==> run_1/layers.png <==
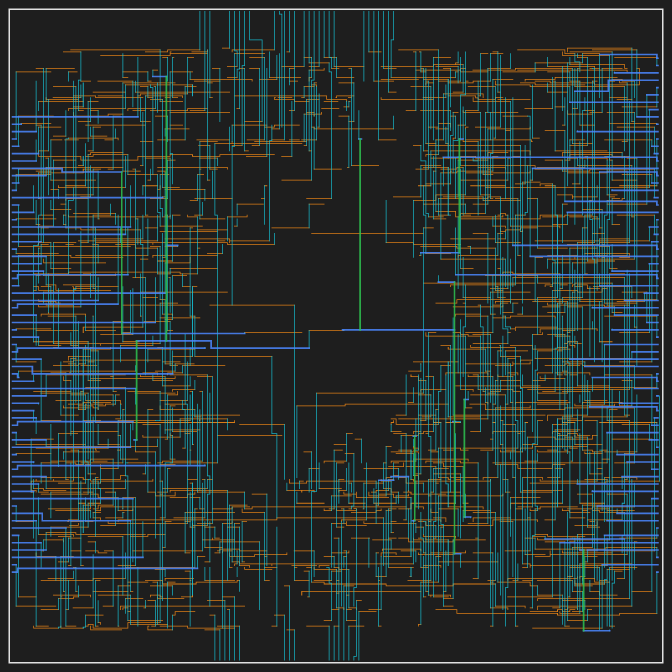
==> run_1/port_trees.png <==
The bar under the picture is 20 µm long.
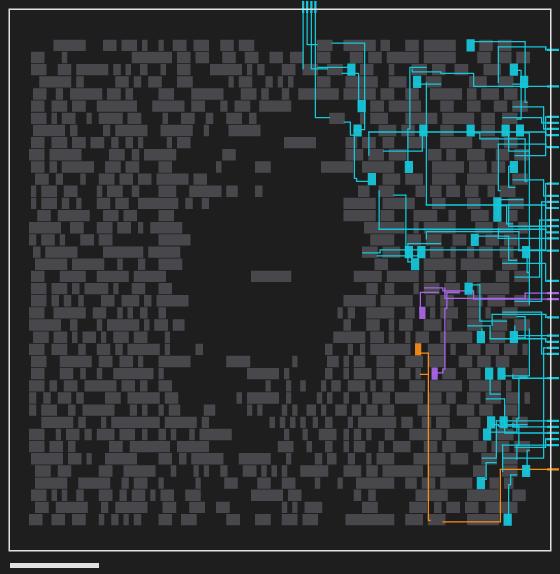
==> run_1/placed.png <==
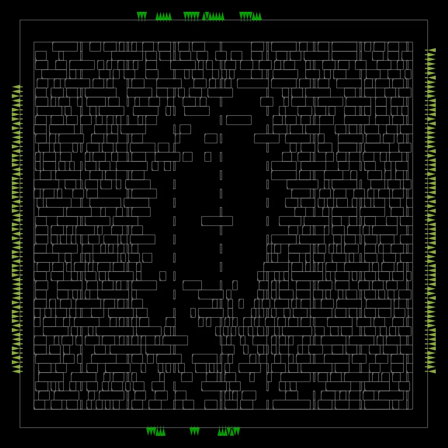
**src/rtl/axi4lite_master_if.sv**
```systemverilog
// AXI4-Lite bus bundle between the command-driven initiator and a slave.
// The master modport drives the request channels; the slave modport drives
// the READYs and the response channels.
interface axi4lite_master_if #(
  parameter int addrWidth = 6,
  parameter int dataWidth = 32,
  parameter int strbWidth = 4
);
  logic [addrWidth-1:0] AWADDR;
  logic                 AWVALID;
  logic                 AWREADY;
  logic [dataWidth-1:0] WDATA;
  logic [strbWidth-1:0] WSTRB;
  logic                 WVALID;
  logic                 WREADY;
  logic [1:0]           BRESP;
  logic                 BVALID;
  logic                 BREADY;
  logic [addrWidth-1:0] ARADDR;
  logic                 ARVALID;
  logic                 ARREADY;
  logic [dataWidth-1:0] RDATA;
  logic [1:0]           RRESP;
  logic                 RVALID;
  logic                 RREADY;

  modport master (
    output AWADDR, AWVALID, WDATA, WSTRB, WVALID, BREADY, ARADDR, ARVALID, RREADY,
    input  AWREADY, WREADY, BRESP, BVALID, ARREADY, RDATA, RRESP, RVALID
  );

  modport slave (
    input  AWADDR, AWVALID, WDATA, WSTRB, WVALID, BREADY, ARADDR, ARVALID, RREADY,
    output AWREADY, WREADY, BRESP, BVALID, ARREADY, RDATA, RRESP, RVALID
  );
endinterface

```
**src/rtl/axi4lite_master.sv**
```systemverilog
// Single-outstanding AXI4-Lite initiator. Turns one valid/ready command into
// one AXI4-Lite write or read and reports the slave response on a one-cycle
// strobe. All bus outputs are registered except the state-decoded
// cmd_ready/BREADY/RREADY, so no VALID ever depends combinationally on a READY.
module axi4lite_master #(
  parameter int addrWidth = 6,
  parameter int dataWidth = 32,
  parameter int strbWidth = 4
) (
  input  logic                 clk,
  input  logic                 reset,
  input  logic                 cmd_valid,
  output logic                 cmd_ready,
  input  logic                 cmd_write,
  input  logic [addrWidth-1:0] cmd_addr,
  input  logic [dataWidth-1:0] cmd_wdata,
  input  logic [strbWidth-1:0] cmd_wstrb,
  output logic                 rsp_valid,
  output logic                 rsp_write,
  output logic [1:0]           rsp_resp,
  output logic [dataWidth-1:0] rsp_rdata,
  axi4lite_master_if.master    axi
);

  typedef enum logic [2:0] {
    IDLE,
    WRITE_REQ,
    WRITE_RESP,
    READ_REQ,
    READ_RESP
  } state_t;

  state_t state;

  // AW and W complete independently; each flag remembers its handshake.
  logic aw_done;
  logic w_done;
  logic aw_hs;
  logic w_hs;
  logic ar_hs;

  assign aw_hs = axi.AWVALID && axi.AWREADY;
  assign w_hs  = axi.WVALID  && axi.WREADY;
  assign ar_hs = axi.ARVALID && axi.ARREADY;

  // Handshake enables are pure state decodes.
  assign cmd_ready  = (state == IDLE);
  assign axi.BREADY = (state == WRITE_RESP);
  assign axi.RREADY = (state == READ_RESP);

  // Transaction FSM with registered bus and response outputs.
  always_ff @(posedge clk) begin
    if (reset) begin
      state       <= IDLE;
      aw_done     <= 1'b0;
      w_done      <= 1'b0;
      axi.AWADDR  <= '0;
      axi.AWVALID <= 1'b0;
      axi.WDATA   <= '0;
      axi.WSTRB   <= '0;
      axi.WVALID  <= 1'b0;
      axi.ARADDR  <= '0;
      axi.ARVALID <= 1'b0;
      rsp_valid   <= 1'b0;
      rsp_write   <= 1'b0;
      rsp_resp    <= 2'b00;
      rsp_rdata   <= '0;
    end else begin
      rsp_valid <= 1'b0;
      case (state)
        IDLE: begin
          if (cmd_valid) begin
            if (cmd_write) begin
              axi.AWADDR  <= cmd_addr;
              axi.WDATA   <= cmd_wdata;
              axi.WSTRB   <= cmd_wstrb;
              axi.AWVALID <= 1'b1;
              axi.WVALID  <= 1'b1;
              aw_done     <= 1'b0;
              w_done      <= 1'b0;
              state       <= WRITE_REQ;
            end else begin
              axi.ARADDR  <= cmd_addr;
              axi.ARVALID <= 1'b1;
              state       <= READ_REQ;
            end
          end
        end

        WRITE_REQ: begin
          if (aw_hs) begin
            axi.AWVALID <= 1'b0;
            aw_done     <= 1'b1;
          end
          if (w_hs) begin
            axi.WVALID <= 1'b0;
            w_done     <= 1'b1;
          end
          if ((aw_done || aw_hs) && (w_done || w_hs)) begin
            state <= WRITE_RESP;
          end
        end

        WRITE_RESP: begin
          if (axi.BVALID) begin
            rsp_valid <= 1'b1;
            rsp_write <= 1'b1;
            rsp_resp  <= axi.BRESP;
            rsp_rdata <= '0;
            aw_done   <= 1'b0;
            w_done    <= 1'b0;
            state     <= IDLE;
          end
        end

        READ_REQ: begin
          if (ar_hs) begin
            axi.ARVALID <= 1'b0;
            state       <= READ_RESP;
          end
        end

        READ_RESP: begin
          if (axi.RVALID) begin
            rsp_valid <= 1'b1;
            rsp_write <= 1'b0;
            rsp_resp  <= axi.RRESP;
            rsp_rdata <= axi.RDATA;
            state     <= IDLE;
          end
        end

        default: begin
          state <= IDLE;
        end
      endcase
    end
  end

endmodule

```
**src/flat_wrapper.sv**
```systemverilog
// flat-port wrapper written by rule: the top's interface ports become plain ports
module axi4lite_master_flat 
#(
  parameter int addrWidth = 6,
  parameter int dataWidth = 32,
  parameter int strbWidth = 4
)
  (clk, reset, cmd_valid, cmd_ready, cmd_write, cmd_addr, cmd_wdata, cmd_wstrb, rsp_valid, rsp_write, rsp_resp, rsp_rdata, axi_AWADDR, axi_AWVALID, axi_WDATA, axi_WSTRB, axi_WVALID, axi_BREADY, axi_ARADDR, axi_ARVALID, axi_RREADY, axi_AWREADY, axi_WREADY, axi_BRESP, axi_BVALID, axi_ARREADY, axi_RDATA, axi_RRESP, axi_RVALID);
  axi4lite_master_if #(.addrWidth(addrWidth), .dataWidth(dataWidth), .strbWidth(strbWidth)) axi_i ();
  input  logic clk;
  input  logic reset;
  input  logic cmd_valid;
  output logic cmd_ready;
  input  logic cmd_write;
  input  logic [addrWidth-1:0] cmd_addr;
  input  logic [dataWidth-1:0] cmd_wdata;
  input  logic [strbWidth-1:0] cmd_wstrb;
  output logic rsp_valid;
  output logic rsp_write;
  output logic [1:0] rsp_resp;
  output logic [dataWidth-1:0] rsp_rdata;
  output wire logic [$bits(axi_i.AWADDR)-1:0] axi_AWADDR;
  output wire logic [$bits(axi_i.AWVALID)-1:0] axi_AWVALID;
  output wire logic [$bits(axi_i.WDATA)-1:0] axi_WDATA;
  output wire logic [$bits(axi_i.WSTRB)-1:0] axi_WSTRB;
  output wire logic [$bits(axi_i.WVALID)-1:0] axi_WVALID;
  output wire logic [$bits(axi_i.BREADY)-1:0] axi_BREADY;
  output wire logic [$bits(axi_i.ARADDR)-1:0] axi_ARADDR;
  output wire logic [$bits(axi_i.ARVALID)-1:0] axi_ARVALID;
  output wire logic [$bits(axi_i.RREADY)-1:0] axi_RREADY;
  input wire logic [$bits(axi_i.AWREADY)-1:0] axi_AWREADY;
  input wire logic [$bits(axi_i.WREADY)-1:0] axi_WREADY;
  input wire logic [$bits(axi_i.BRESP)-1:0] axi_BRESP;
  input wire logic [$bits(axi_i.BVALID)-1:0] axi_BVALID;
  input wire logic [$bits(axi_i.ARREADY)-1:0] axi_ARREADY;
  input wire logic [$bits(axi_i.RDATA)-1:0] axi_RDATA;
  input wire logic [$bits(axi_i.RRESP)-1:0] axi_RRESP;
  input wire logic [$bits(axi_i.RVALID)-1:0] axi_RVALID;
  assign axi_AWADDR = axi_i.AWADDR;
  assign axi_AWVALID = axi_i.AWVALID;
  assign axi_WDATA = axi_i.WDATA;
  assign axi_WSTRB = axi_i.WSTRB;
  assign axi_WVALID = axi_i.WVALID;
  assign axi_BREADY = axi_i.BREADY;
  assign axi_ARADDR = axi_i.ARADDR;
  assign axi_ARVALID = axi_i.ARVALID;
  assign axi_RREADY = axi_i.RREADY;
  assign axi_i.AWREADY = axi_AWREADY;
  assign axi_i.WREADY = axi_WREADY;
  assign axi_i.BRESP = axi_BRESP;
  assign axi_i.BVALID = axi_BVALID;
  assign axi_i.ARREADY = axi_ARREADY;
  assign axi_i.RDATA = axi_RDATA;
  assign axi_i.RRESP = axi_RRESP;
  assign axi_i.RVALID = axi_RVALID;
  axi4lite_master #(.addrWidth(addrWidth), .dataWidth(dataWidth), .strbWidth(strbWidth)) u_core (.clk(clk), .reset(reset), .cmd_valid(cmd_valid), .cmd_ready(cmd_ready), .cmd_write(cmd_write), .cmd_addr(cmd_addr), .cmd_wdata(cmd_wdata), .cmd_wstrb(cmd_wstrb), .rsp_valid(rsp_valid), .rsp_write(rsp_write), .rsp_resp(rsp_resp), .rsp_rdata(rsp_rdata), .axi(axi_i));
endmodule
```
**config.mk**
```make
export PLATFORM = sky130hd
export DESIGN_NAME = axi4lite_master_flat
export DESIGN_NICKNAME = d
export VERILOG_FILES = /design/src/rtl/axi4lite_master_if.sv /design/src/rtl/axi4lite_master.sv /design/src/flat_wrapper.sv
export SDC_FILE = /design/constraint.sdc
export NUM_CORES = 1
export LEC_CHECK = 0
export ABC_AREA = 1
export CAP_MARGIN = 10
export CELL_PAD_IN_SITES_DETAIL_PLACEMENT = 1
export CELL_PAD_IN_SITES_GLOBAL_PLACEMENT = 1
export CORE_MARGIN = 4
export CORE_UTILIZATION = 28
export CTS_CLUSTER_SIZE = 25
export DETAILED_ROUTE_END_ITERATION = 8
export GPL_TIMING_DRIVEN = 0
export HOLD_SLACK_MARGIN = 0.15
export MAX_ROUTING_LAYER = met4
export PLACE_DENSITY = 0.93
export SETUP_SLACK_MARGIN = 0.1
export SYNTH_ARGS = -nofsm -noshare
export SYNTH_HDL_FRONTEND = slang
export SYNTH_SLANG_ARGS = --single-unit
```
**constraint.sdc**
```tcl
create_clock -name clk -period 1.75 [get_ports clk]
set_clock_uncertainty 0.2 [all_clocks]
set_input_delay 0.35 -clock clk [delete_from_list [all_inputs] [get_ports clk]]
set_output_delay 0.35 -clock clk [all_outputs]
set_load 0.01 [all_outputs]
```
==> ci_impl_report.md, run 1 <==
### Flow metrics

| Metric | Value |
|---|---|
| Gpl congestion | `0.8302` |
| Outcome | `finished with violations` |
| CTS tree | `built` |
| Static Leak | `2.866 nW` |
| Launching instance or port of the critical path | `u_core.state[0]` |
| Class of the most critical setup path | `reg2out` |
| Number of CTS-inserted buffers | `9` |
| Required time reported for the critical path endpoint | `1200 ps` |
| Drt drc | `0` |
| Post-detailed-placement half-perimeter wirelength | `10,490 µm` |
| Worst slack after detailed placement | `-546.6 ps` |
| Maximum VDD drop | `0.5868 mV` |
| Violations in the final reports | `setup timing` |
| Area share of the largest cell type after synthesis | `51.70%` |
| Post-layout min period | `1801 ps` |
| Largest fanout on the critical path | `4` |
| Synth-to-Final Area Change | `86.69%` |
| Placed cell areas | `5524 µm²` |
| Library cell with the highest instance count after synthesis | `dfxtp_1` |
| Post-route antenna net violation count | `0` |
| Clock Tree Buf Depth | `2` |
| Clock slew seen by the registers of the worst setup and hold paths | `70 ps` |
| Setup slack of the critical path after layout | `-50.53 ps` |
| Antenna violations before repair | `0` |
| Number of OpenROAD warnings | `28` |
| Via count of the first global-routing pass | `4,306` |
| WP data arrival | `1250 ps` |
| Relative slew margins | `66.73%` |
| Placement Rows | `40` |
| Synthesized area divided by synthesized cell count | `7.812 µm²` |
| Pin count of the biggest net entering global routing | `16` |
| Number of buffers inserted by hold repair at cts | `0` |
| Design Area, Final | `6650 µm²` |
| Number of failing setup endpoints in the final timing report | `4` |
| Total instance count after detailed placement | `799` |
| FF+latch count, synth | `92` |
| Yosys Warn Count | `0` |
| Floorplan die area | `14,590 µm²` |
| Maximum level of the CTS H-tree | `3` |
| Cell type with the largest total area after synthesis | `dfxtp_1` |
| Pins Over Slew Limit | `0` |
| Total number of clock tree sinks | `92` |
| Summed standard-cell area reported by yosys | `3562 µm²` |
| RSZ-0062 raised after global routing | `yes` |
| Share of layout cells above drive strength 1 | `29.44%` |
| Most used DFF post-synth | `dfxtp_1` |
| Maximum clock frequency | `555.4 MHz` |
| Root Buffer | `clkbuf_16` |
| Clock latency of the later-clocked register in the worst-skew pair | `350 ps` |
| Async SR Flop Fraction | `0%` |
| Number of search-and-repair iterations in the first detailed-routing pass | `4` |
| Number of different library cells in the post-synthesis netlist | `23` |
| Sequential cell area fraction in the yosys report | `51.70%` |
| Ranking of synthesized cells by instance count | `dfxtp_1 (92), a21oi_1 (79), nand2_1 (65)` |
| Number of instances in the synthesized netlist | `456` |
| Synth Cell Area | `3562 µm²` |
| Power per cell area | `1116 nW/µm²` |
| Y dimension of the die | `120.8 µm` |
| Fraction of the core area occupied by cells at floorplan | `29.17%` |
| Maxcap violations | `0` |
About layers.png:
M1 -> orange  # wire length 6,370 µm
M3 -> blue  # wire length 1,360 µm
M4 -> green  # wire length 256 µm
M2 -> cyan  # wire length 8,250 µm
DRT Wirelength: 16,240 µm
via total after detailed routing: 4,044
routed wire length per instance: 19.24 µm
global-route usage over all layers: 19.69%

About port_trees.png:
axi_BRESP -> purple  # bits 2, direction input, edge east, end cells 2, buffers 2, wire 89.2 µm
axi_RDATA -> cyan  # bits 32, direction input, edge 28 east, 4 north, end cells 32, buffers 32, wire 1,130 µm
axi_BREADY -> orange  # bits 1, direction output, edge east, end cells 1, buffers 1, wire 77.0 µm
I/O pin count: 177
input/output buffers: 175

About placed.png:
Core Footprint: 12,210 µm²
Layout fillers: 1,443
sequential share of cell area: 27.81%
FF+latch count: 92

## run 1: what timing repair did
item                       in CTS  in global routing
pin swaps                       5                 39
setup endpoints to repair     168                 92
cloned                          0                  5
buffers inserted               12                 12
gates resized                 137                202
## run 1: where the power goes
part	switching (mW)	internal [mW]	total, mW
Combinational	1.46	1.26	2.72
Sequential	0.176	2.40	2.58
Clock	0.877	1.25	2.12
## run 1: sequential cells by signal, summed over array words and instances, names as in the netlist
name / flops
u_core.axi.AWVALID: 1
u_core.rsp_rdata: 32
u_core.axi.WSTRB: 4
u_core.rsp_valid: 1
u_core.aw_done: 1
u_core.axi.AWADDR: 6
u_core.rsp_write: 1
u_core.axi.ARADDR: 6
u_core.rsp_resp: 2
u_core.axi.ARVALID: 1
u_core.axi.WVALID: 1
u_core.axi.WDATA: 32
u_core.state: 3
u_core.w_done: 1
## run 1: worst paths after layout
path,cells past startpoint,end,slack [ps]
hold / removal,3,u_core.rsp_rdata[0],230
setup reg to reg,8,u_core.rsp_rdata[19],0
setup / recovery,5,axi_BREADY,-50
hold reg to reg,2,u_core.axi.AWADDR[1],250
## run 1: critical path, cell delays in order (launching register included)
cell and delay [ps]:
dfxtp_4 360, buf_6 130, nor2_4 140, nand2_4 80
inv_2 80, buf_6 110
## run 1: through the flow
step,power [mW],TNS (ps),hold slack (ps)
floorplan,3.583,0,240.2
global placement,4.548,-25420,231.4
detailed placement,4.652,-29160,242.2
CTS,6.809,-91.16,196.3
global route,7.820,-1231,234.0
finish,7.419,-91.92,234.0
## run 1: cell families after synthesis
kind of cell    Yosys count  synth area share (%)
compound gates          136                 19.39
flops                    92                 51.70
simple gates            142                 17.88
buf+inv                  86                 11.03
## run 1: layout by cell type, fill, tap and decap left out, drive strengths merged
cell	netlist	routed
nand2	67	67
dfxtp	92	92
nor2	33	33
clkdlybuf4s50	0	85
nor3	1	1
a21oi	81	81
buf	14	48
nand4	1	1
o21ai	53	53
inv	57	56
clkbuf	15	22
clkinvlp	0	2
a31oi	2	2
clkinv	0	4
bufinv	0	2
dlygate4sd2	0	87
nand3	40	40
## run 1: metal layers
metal  track usage (%)  vias to the layer above  part of all wire (%)
li1                  -                     1914                     -
met1             20.38                     1952                    39
met2             35.00                      157                    51
met3             6.688                       21                   8.3
met4             6.657                        0                   1.6
met5                 -                        -                     0
## run 1: layout make-up
class | count | area [µm²] | area share, %
Inverter | 57 | 222.7 | 3.349
Buffer | 29 | 275.3 | 4.139
Tap cell | 168 | 210.2 | 3.161
Clock buffer | 9 | 225.2 | 3.387
Multi-Input combinational cell | 278 | 1839 | 27.66
Sequential cell | 92 | 1849 | 27.81
Clock inverter | 7 | 91.34 | 1.373
Timing Repair Buffer | 204 | 1937 | 29.13
==> run 2: changes to the inputs <==
Settings changed: ABC_CLOCK_PERIOD_IN_PS set to 1750, HOLD_SLACK_MARGIN 0.15 to unset.
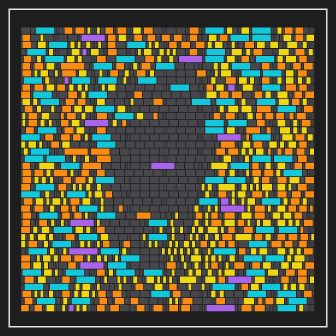
(run_2/class_map.png)
Fill, decap, tap and diode cells in gray.
remaining buffers and delay cells -> orange  # cells 233, share of their area 34%
remaining logic cells -> yellow  # cells 335, share of their area 32%
registers -> cyan  # cells 92, share of their area 29%
clock drivers and dummy loads -> purple  # cells 16, share of their area 4.9%
Design Area, Final: 6650 µm²
Placement Rows: 40
core occupancy in the finished layout: 54.46%

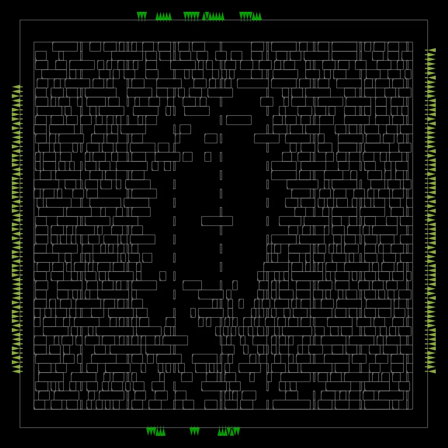
(run_2/placed.png)
non-filler cells, final: 844
number of tapcells: 168

==> run 2 against run 1 <==
Compared with the run above: the run still ends with setup timing left; synthesized cell count did not move; core utilization stayed put; die area did not move; via count unchanged; worst hold slack unchanged; count of clock-buffer cells in the layout stayed put; sequential share of layout area is the same; flip-flop count unchanged; cell count is the same.
==> ci_impl_report.md, run 2 <==
### Flow metrics

| Metric | Value |
|---|---|
| Via count of the first global-routing pass | `4,306` |
| Via total after detailed routing | `4,044` |
| Setup slack of the critical path after layout | `-50.53 ps` |
| Total Negative Setup Slacks | `-91.92 ps` |
| I/O pin count | `177` |
| Relative slew margins | `66.73%` |
| GRT met3 Usage | `6.688%` |
| Antenna violations before repair | `0` |
| Post-layout min period | `1801 ps` |
| Y dimension of the die | `120.8 µm` |
| CTS tree | `built` |
| Core Footprint | `12,210 µm²` |
| DRT Wirelength | `16,240 µm` |
| Static Leak | `2.866 nW` |
| Share of layout cells above drive strength 1 | `29.44%` |
| Post-detailed-placement half-perimeter wirelength | `10,490 µm` |
| Largest fanout on the critical path | `4` |
| Floorplan die area | `14,590 µm²` |
| Clock slew seen by the registers of the worst setup and hold paths | `70 ps` |
| WP data arrival | `1250 ps` |
| Number of OpenROAD warnings | `28` |
| Async SR Flop Fraction | `0%` |
| Power per cell area | `1116 nW/µm²` |
| Commonest Layout Cell | `dfxtp_1` |
| Ranking of synthesized cells by instance count | `dfxtp_1 (92), a21oi_1 (79), nand2_1 (65)` |
| Routing usage on met1 | `20.38%` |
| Maximum clock frequency | `555.4 MHz` |
| Drt drc | `0` |
| Pin count of the biggest net entering global routing | `16` |
| Post-route antenna net violation count | `0` |
| Maximum level of the CTS H-tree | `3` |
| Layer carrying the most global-route usage | `met2` |
| Number of different library cells in the post-synthesis netlist | `23` |
| Input/output buffers | `175` |
| Maximum VDD drop | `0.5868 mV` |
| Maxcap violations | `0` |
| Dominant logic cell types in the final layout | `dfxtp_1 (90), dlygate4sd2_1 (87), clkdlybuf4s50_1 (85)` |
| FF+latch count, synth | `92` |
| Cell type with the largest total area after synthesis | `dfxtp_1` |
| Number of failing setup endpoints in the final timing report | `4` |
| Library cell with the highest instance count after synthesis | `dfxtp_1` |
| Pins Over Slew Limit | `0` |
| Area share of the largest cell type after synthesis | `51.70%` |
| Sequential cell area fraction in the yosys report | `51.70%` |
| Number of CTS-inserted buffers | `9` |
| Summed standard-cell area reported by yosys | `3562 µm²` |
| Synth-to-Final Area Change | `86.69%` |
| Gpl congestion | `0.8302` |
| Total instance count after detailed placement | `799` |
| Class of the most critical setup path | `reg2out` |
| Grt met2 use | `35.00%` |
| Outcome | `finished with violations` |
| Global-route usage over all layers | `19.69%` |
| Clock Tree Buf Depth | `2` |
| Violations in the final reports | `setup timing` |
| Synth Cell Area | `3562 µm²` |
| Clock latency of the later-clocked register in the worst-skew pair | `350 ps` |
| Number of buffers inserted by hold repair at cts | `0` |
| Most used DFF post-synth | `dfxtp_1` |
| Yosys Warn Count | `0` |
| Number of instances in the synthesized netlist | `456` |
| Fraction of the core area occupied by cells at floorplan | `29.17%` |
| Largest registers ranked by flip-flop count | `u_core.axi.WDATA x32, u_core.rsp_rdata x32` |
==> run 2: cell counts in the layout (fill, tap and decap cells not counted) <==
No cell type changed its count.
==> run 2: final timing paths <==
check	end	cells past startpoint	start	slack, ps
setup / recovery	axi_BREADY	5	u_core.state[0]	-50
hold / removal	u_core.rsp_rdata[0]	3	axi_RVALID	230
setup reg to reg	u_core.rsp_rdata[19]	8	u_core.state[0]	0
hold reg to reg	u_core.axi.AWADDR[1]	2	u_core.axi.AWADDR[1]	250
==> run 2: cell families after synthesis <==
kind of cell	after synthesis	synth area share, %
and+or+nand+nor	142	17.88
AOI/OAI and AO/OA	136	19.39
DFF	92	51.70
buffers and inverters	86	11.03
==> run 2: metal layers <==
layer | wire, µm | vias to the layer above
met4 | 256 | 0
met5 | 0 | -
met3 | 1355 | 21
met2 | 8254 | 157
li1 | - | 1914
met1 | 6373 | 1952
==> run 2: layout make-up <==
type	instances	area (µm²)
multi-input combinational	278	1839
buffer	29	275.3
inverter	57	222.7
tap	168	210.2
sequential	92	1849
clock buffer	9	225.2
clock inverter	7	91.34
timing repair buffer	204	1937
fill	1443	5562
==> run 2: critical path, stage by stage, from the launching register on <==
cell	delay [ps]
dfxtp_4	360
buf_6	130
nor2_4	140
nand2_4	80
inv_2	80
buf_6	110
==> run 2: where the power goes <==
part	switching (mW)	internal (mW)	leakage, nW
sequential	0.176	2.40	0.751
clock	0.877	1.25	0.155
combinational	1.46	1.26	1.96
==> run 2: per-stage QoR <==
stage | hold WS [ps] | cell area (µm²) | power [mW] | worst slack (ps) | utilization [%]
2_1_floorplan | 240.2 | 3562 | 3.583 | 262.0 | -
3_3_place_gp | 231.4 | 5524 | 4.548 | -512.5 | 45.24
3_5_place_dp | 242.2 | 5524 | 4.652 | -546.6 | 45.24
4_1_cts | 196.3 | 5907 | 6.809 | -47.12 | 48.37
5_1_grt | 234.0 | 6650 | 7.820 | -98.87 | 54.46
6_report | 234.0 | 6650 | 7.419 | -50.53 | 54.46
==> run 2: what timing repair did <==
item | in CTS | in global routing
cloned | 0 | 5
buffers inserted | 12 | 12
gates resized | 137 | 202
pin swaps | 5 | 39
setup endpoints to repair | 168 | 92
Power and IR drop assume default switching activity.
